met2.png
(6 px per um)
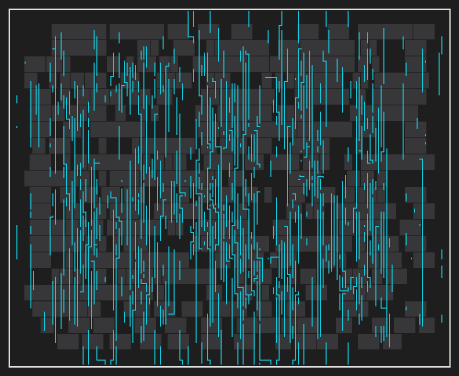
port_nets.png
(4 px per um)
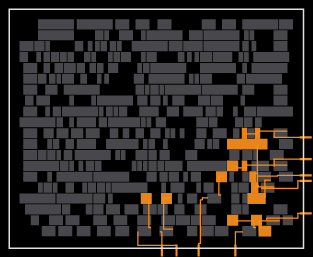
cell_classes.png
(4 px per um) Fill, decap, tap and diode cells in grey.
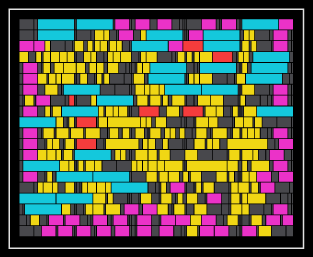
`config.mk`:
```
export PLATFORM = sky130hd
export DESIGN_NAME = ttt_game_ctrl
export DESIGN_NICKNAME = d
export VERILOG_FILES = /design/src/rtl/ttt_pkg.sv /design/src/rtl/ttt_game_ctrl_three_in_array.sv /design/src/rtl/ttt_game_ctrl.sv
export SDC_FILE = /design/constraint.sdc
export NUM_CORES = 1
export LEC_CHECK = 0
export CORE_ASPECT_RATIO = 0.8
export CORE_MARGIN = 2
export CORE_UTILIZATION = 52
export DETAILED_ROUTE_END_ITERATION = 7
export HOLD_SLACK_MARGIN = 0.02
export PLACE_DENSITY_LB_ADDON = 0.08
export SETUP_SLACK_MARGIN = 0.1
export SLEW_MARGIN = 20
export SYNTH_ARGS = -nofsm -noshare
export SYNTH_HDL_FRONTEND = slang
export SYNTH_SLANG_ARGS = --single-unit
```
`constraint.sdc`:
```
create_clock -name clk -period 4.1 [get_ports clk]
set_clock_uncertainty 0.1 [all_clocks]
set_input_delay 1.23 -clock clk [delete_from_list [all_inputs] [get_ports clk]]
set_output_delay 1.23 -clock clk [all_outputs]
set_load 0.02 [all_outputs]
```
`src/rtl/ttt_pkg.sv`:
```
// Shared types and constants for the tic-tac-toe game controller.
package ttt_pkg;

    typedef enum logic [2:0] {
        S_IDLE,
        S_WAIT_H,
        S_CHK_H,
        S_COMP,
        S_CHK_C,
        S_DONE
    } state_t;

    // Three rows, three columns, then the two diagonals (bit n = square n, row-major).
    localparam int unsigned N_LINES = 8;
    localparam logic [N_LINES-1:0][8:0] LINE_MASKS = {
        9'h054, 9'h111,
        9'h124, 9'h092, 9'h049,
        9'h1C0, 9'h038, 9'h007
    };

    localparam logic [3:0] CENTER  = 4'd4;
    // Corners 0,2,6,8 and sides 1,3,5,7; ascending bit order gives the scan order.
    localparam logic [8:0] CORNERS = 9'h145;
    localparam logic [8:0] SIDES   = 9'h0AA;

    localparam logic [1:0] WIN_NONE = 2'b00;
    localparam logic [1:0] WIN_X    = 2'b01;
    localparam logic [1:0] WIN_O    = 2'b10;

    // Index of the lowest set bit; 0 when nothing is set.
    function automatic logic [3:0] lowest_set(input logic [8:0] v);
        logic [3:0] idx;
        idx = '0;
        for (int unsigned i = 9; i > 0; i--) begin
            if (v[i-1]) idx = 4'(i - 1);
        end
        return idx;
    endfunction

endpackage

```
`src/rtl/ttt_game_ctrl_three_in_array.sv`:
```
// Combinational check: does the board contain any complete line?
module three_in_array
    import ttt_pkg::*;
(
    input  logic [8:0] i_board,
    output logic       o_line
);

    // OR of all eight line matches.
    always_comb begin
        o_line = 1'b0;
        for (int unsigned i = 0; i < N_LINES; i++) begin
            if ((i_board & LINE_MASKS[i]) == LINE_MASKS[i]) o_line = 1'b1;
        end
    end

endmodule

```
`src/rtl/ttt_game_ctrl.sv`:
```
// Tic-tac-toe game controller: human moves in over valid/ready, computer picks
// win > block > center > corner > side, then detects win or draw.
module ttt_game_ctrl
    import ttt_pkg::*;
#(
    parameter bit USE_BLOCK    = 1'b1,
    parameter bit CORNER_FIRST = 1'b1
) (
    input  logic       clk,
    input  logic       rst_n,
    input  logic       start,
    input  logic       human_first,
    input  logic       move_valid,
    input  logic [3:0] move_idx,
    output logic       move_ready,
    input  logic [8:0] win_mask,
    input  logic [8:0] block_mask,
    output logic [8:0] x_board,
    output logic [8:0] o_board,
    output logic       comp_valid,
    output logic [3:0] comp_idx,
    output logic       illegal,
    output logic       game_over,
    output logic [1:0] winner
);

    state_t     r_state;
    logic [8:0] r_x;
    logic [8:0] r_o;
    logic [3:0] r_comp_idx;
    logic       r_comp_valid;
    logic       r_illegal;
    logic [1:0] r_winner;

    logic       w_x_line;
    logic       w_o_line;
    logic       w_full;
    logic [8:0] w_empty;
    logic [8:0] w_win;
    logic [8:0] w_blk;
    logic       w_legal;
    logic [3:0] w_sel;

    three_in_array u_x_line (.i_board(r_x), .o_line(w_x_line));
    three_in_array u_o_line (.i_board(r_o), .o_line(w_o_line));

    assign w_empty = ~(r_x | r_o);
    assign w_full  = ((r_x | r_o) == 9'h1FF);
    assign w_win   = win_mask & w_empty;
    assign w_blk   = block_mask & w_empty;

    // Human move legality: in range and on an empty square.
    always_comb begin
        w_legal = 1'b0;
        if (move_idx < 4'd9) w_legal = w_empty[move_idx];
    end

    // Computer move selection in priority order.
    always_comb begin
        w_sel = '0;
        if (|w_win) begin
            w_sel = lowest_set(w_win);
        end else if (USE_BLOCK && (|w_blk)) begin
            w_sel = lowest_set(w_blk);
        end else if (w_empty[CENTER]) begin
            w_sel = CENTER;
        end else if (CORNER_FIRST) begin
            w_sel = (|(w_empty & CORNERS)) ? lowest_set(w_empty & CORNERS)
                                           : lowest_set(w_empty & SIDES);
        end else begin
            w_sel = (|(w_empty & SIDES)) ? lowest_set(w_empty & SIDES)
                                         : lowest_set(w_empty & CORNERS);
        end
    end

    // Game FSM with boards, winner and pulse outputs all registered.
    always_ff @(posedge clk or negedge rst_n) begin
        if (!rst_n) begin
            r_state      <= S_IDLE;
            r_x          <= '0;
            r_o          <= '0;
            r_comp_idx   <= '0;
            r_comp_valid <= 1'b0;
            r_illegal    <= 1'b0;
            r_winner     <= WIN_NONE;
        end else begin
            r_comp_valid <= 1'b0;
            r_illegal    <= 1'b0;
            if (start) begin
                r_x      <= '0;
                r_o      <= '0;
                r_winner <= WIN_NONE;
                r_state  <= human_first ? S_WAIT_H : S_COMP;
            end else begin
                case (r_state)
                    S_WAIT_H: begin
                        if (move_valid) begin
                            if (w_legal) begin
                                r_x[move_idx] <= 1'b1;
                                r_state       <= S_CHK_H;
                            end else begin
                                r_illegal <= 1'b1;
                            end
                        end
                    end
                    S_CHK_H: begin
                        if (w_x_line) begin
                            r_winner <= WIN_X;
                            r_state  <= S_DONE;
                        end else if (w_full) begin
                            r_winner <= WIN_NONE;
                            r_state  <= S_DONE;
                        end else begin
                            r_state <= S_COMP;
                        end
                    end
                    S_COMP: begin
                        r_o[w_sel]   <= 1'b1;
                        r_comp_idx   <= w_sel;
                        r_comp_valid <= 1'b1;
                        r_state      <= S_CHK_C;
                    end
                    S_CHK_C: begin
                        if (w_o_line) begin
                            r_winner <= WIN_O;
                            r_state  <= S_DONE;
                        end else if (w_full) begin
                            r_winner <= WIN_NONE;
                            r_state  <= S_DONE;
                        end else begin
                            r_state <= S_WAIT_H;
                        end
                    end
                    S_IDLE, S_DONE: ;
                    default: r_state <= S_IDLE;
                endcase
            end
        end
    end

    assign move_ready = (r_state == S_WAIT_H);
    assign game_over  = (r_state == S_DONE);
    assign x_board    = r_x;
    assign o_board    = r_o;
    assign comp_valid = r_comp_valid;
    assign comp_idx   = r_comp_idx;
    assign illegal    = r_illegal;
    assign winner     = r_winner;

endmodule

```
==> impl_metrics.ini <==
; implementation run metrics
[clocking]
clkTransAtPathRegs_ps = 60
clk_path_buf_depth = 2
cts_hold_buf = 0
htreeDepth = 2
cts_resized = 0
cts.sinks = 29
clk_latency_ps = 270
cts_root_buf = clkbuf_8

[finish]
num-fill-cells = 320
comb_area_sq_mm = 0.00114
fin_nets = 316
syn_to_final_growth_pct = 32.5
instances_no_fill = 333
layout-drive-gt1-share_pct = 6.92

[synthesis]
yosys-stat-area_sq_mm = 0.00199
syn_avg_cell_area_sq_um = 8.48
synth_flops = 29
synth_area_sq_mm = 0.00199
synthCells = 235
ys_cells = 235
synth_cell_types = 51
synthArstFlopShare_pct = 100

[power]
p_total_mw = 0.841
p_per_area_mw_per_mm2 = 318
leakagePower_nw = 0.984

[grt]
antenna_found_initial = 0
grt-busiest-layer = met2
grt_pass1_wl_um = 8910
grt_max_degree = 30
grt_usage_pct = 27.2

[floorplan]
fp.dieW_um = 73.2
chipArea_sq_mm = 0.00434
fp.dieH_um = 59.4
fp_util_pct = 53.4

[setup_path]
arrival_ps = 3490
slowest_delay_ps = 470
crit_family = simple AND/OR/NAND/NOR gates
cp_slowest_cell = nor4_2
cp-end-kind = register
reg2reg_from = o_board[6]
cp.required_ps = 4160

[run]
warning_count = 26
max_cap_viol_count = 0

[placement]
place_ws_ps = 439
place_inst = 326
placed_area_sq_mm = 0.00255
dp_hpwl_um = 4330
place.gp.congestion = 0.898

[routing]
antenna_left = 0
drt_iter0_drc = 179
drtPass1Iterations = 5

[timing]
slew_violations = 0
rsz0062_at_grt = no
worstMarginPinSlew_ps = 664
tns_ps = 0
slew-limit-headroom_pct = 55.6
fin_crit_sh_pct = 83.7
whs_ps = 372

[run_status]
status = complete, no violations

[min_path]
hp-class = reg -> reg
Back to the opening pictures, met2.png:
wire length on this layer	2610 um
nets with wire on the layer	281
longest straight run	31.3 um
via count: 2076
M2 GR Usage: 42.3%
final wirelength: 5680 um

Back to the opening pictures, port_nets.png:
colour	port	direction	end cells	buffers	wire
orange	`win_mask`	input	14	9	174 um
Port Buf Inserts: 54
# IOs: 55

Back to the opening pictures, cell_classes.png:
colour	class	cells	share of their area
cyan	flip-flops	29	28%
magenta	other buffers and delay cells	56	21%
yellow	all other logic	197	47%
red	clock drivers and dummy loads	7	3.3%
core area: 0.00373 sq mm
Final Util: 70.8%
num rows: 20

## state kept, by name, indices dropped and copies added, names as in the netlist
name / flops
illegal: 1
x_board: 9
winner: 2
comp_idx: 4
comp_valid: 1
r_state: 3
o_board: 9
## power by group
group	switching (mW)	internal (mW)	total [mW]
sequential	0.0324	0.313	0.345
combinational	0.140	0.122	0.262
clock	0.100	0.133	0.233
total	0.272	0.568	0.841
## worst reg2reg max path: stages, from the launching register on
cell	delay, ps
dfrtp_1	600
nor3b_1	150
nor4_2	470
nand2_1	150
or3_1	440
a31o_1	300
o32ai_1	320
## logic make-up (layout without fill, tap and decap cells)
kind of cell,count (synthesis),after routing,synth area share [%]
compound gates,76,76,27.8
flops,29,29,36.4
buf+inv,30,84,6.41
simple gates,97,97,26.6
mux,3,3,2.76
## worst paths after layout
check | to | slack [ps] | cells after the start
max | o_board[5] | 670 | 7
min | comp_idx[2] | 370 | 2
max reg2reg | o_board[5] | 1460 | 6
min reg2reg | comp_idx[2] | 370 | 2
max in group asynchronous | x_board[7] | 2380 | 2
min in group asynchronous | o_board[6] | 1240 | 2
## synthesized netlist by cell type, types with 4 or more instances
master    instances  area (sq um)
o21ai_0           5          25.0
nor3b_1          12          90.1
nor3_1            4          20.0
nor2b_1           4          25.0
o32ai_1           8          70.1
nand2b_1          4          25.0
o22ai_1          15          93.8
nand2_1          23          86.3
o31ai_1           4          30.0
nor2_1           23          86.3
a21oi_1          16          80.1
inv_1            21          78.8
dfrtp_1          29           726
a22oi_1           6          45.0
clkbuf_1          4          15.0
nand3_1           6          30.0
## per-layer routing
| metal | part of all wire (%) | wire (um) |
|---|---|---|
| met1 | 46 | 2640 |
| met3 | 7.1 | 401 |
| met2 | 46 | 2610 |
| met4 | 0.51 | 29 |
| met5 | 0 | 0 |
## final cells by class
| class | instances | area share (%) |
|---|---|---|
| multi-input combinational | 176 | 43.1 |
| sequential | 29 | 27.5 |
| inverter | 21 | 2.99 |
| clock buffer | 7 | 3.27 |
| timing repair buffer | 56 | 21.0 |
| tap | 44 | 2.09 |
Power figures rest on the tool's default switching activity, not on a simulated workload.
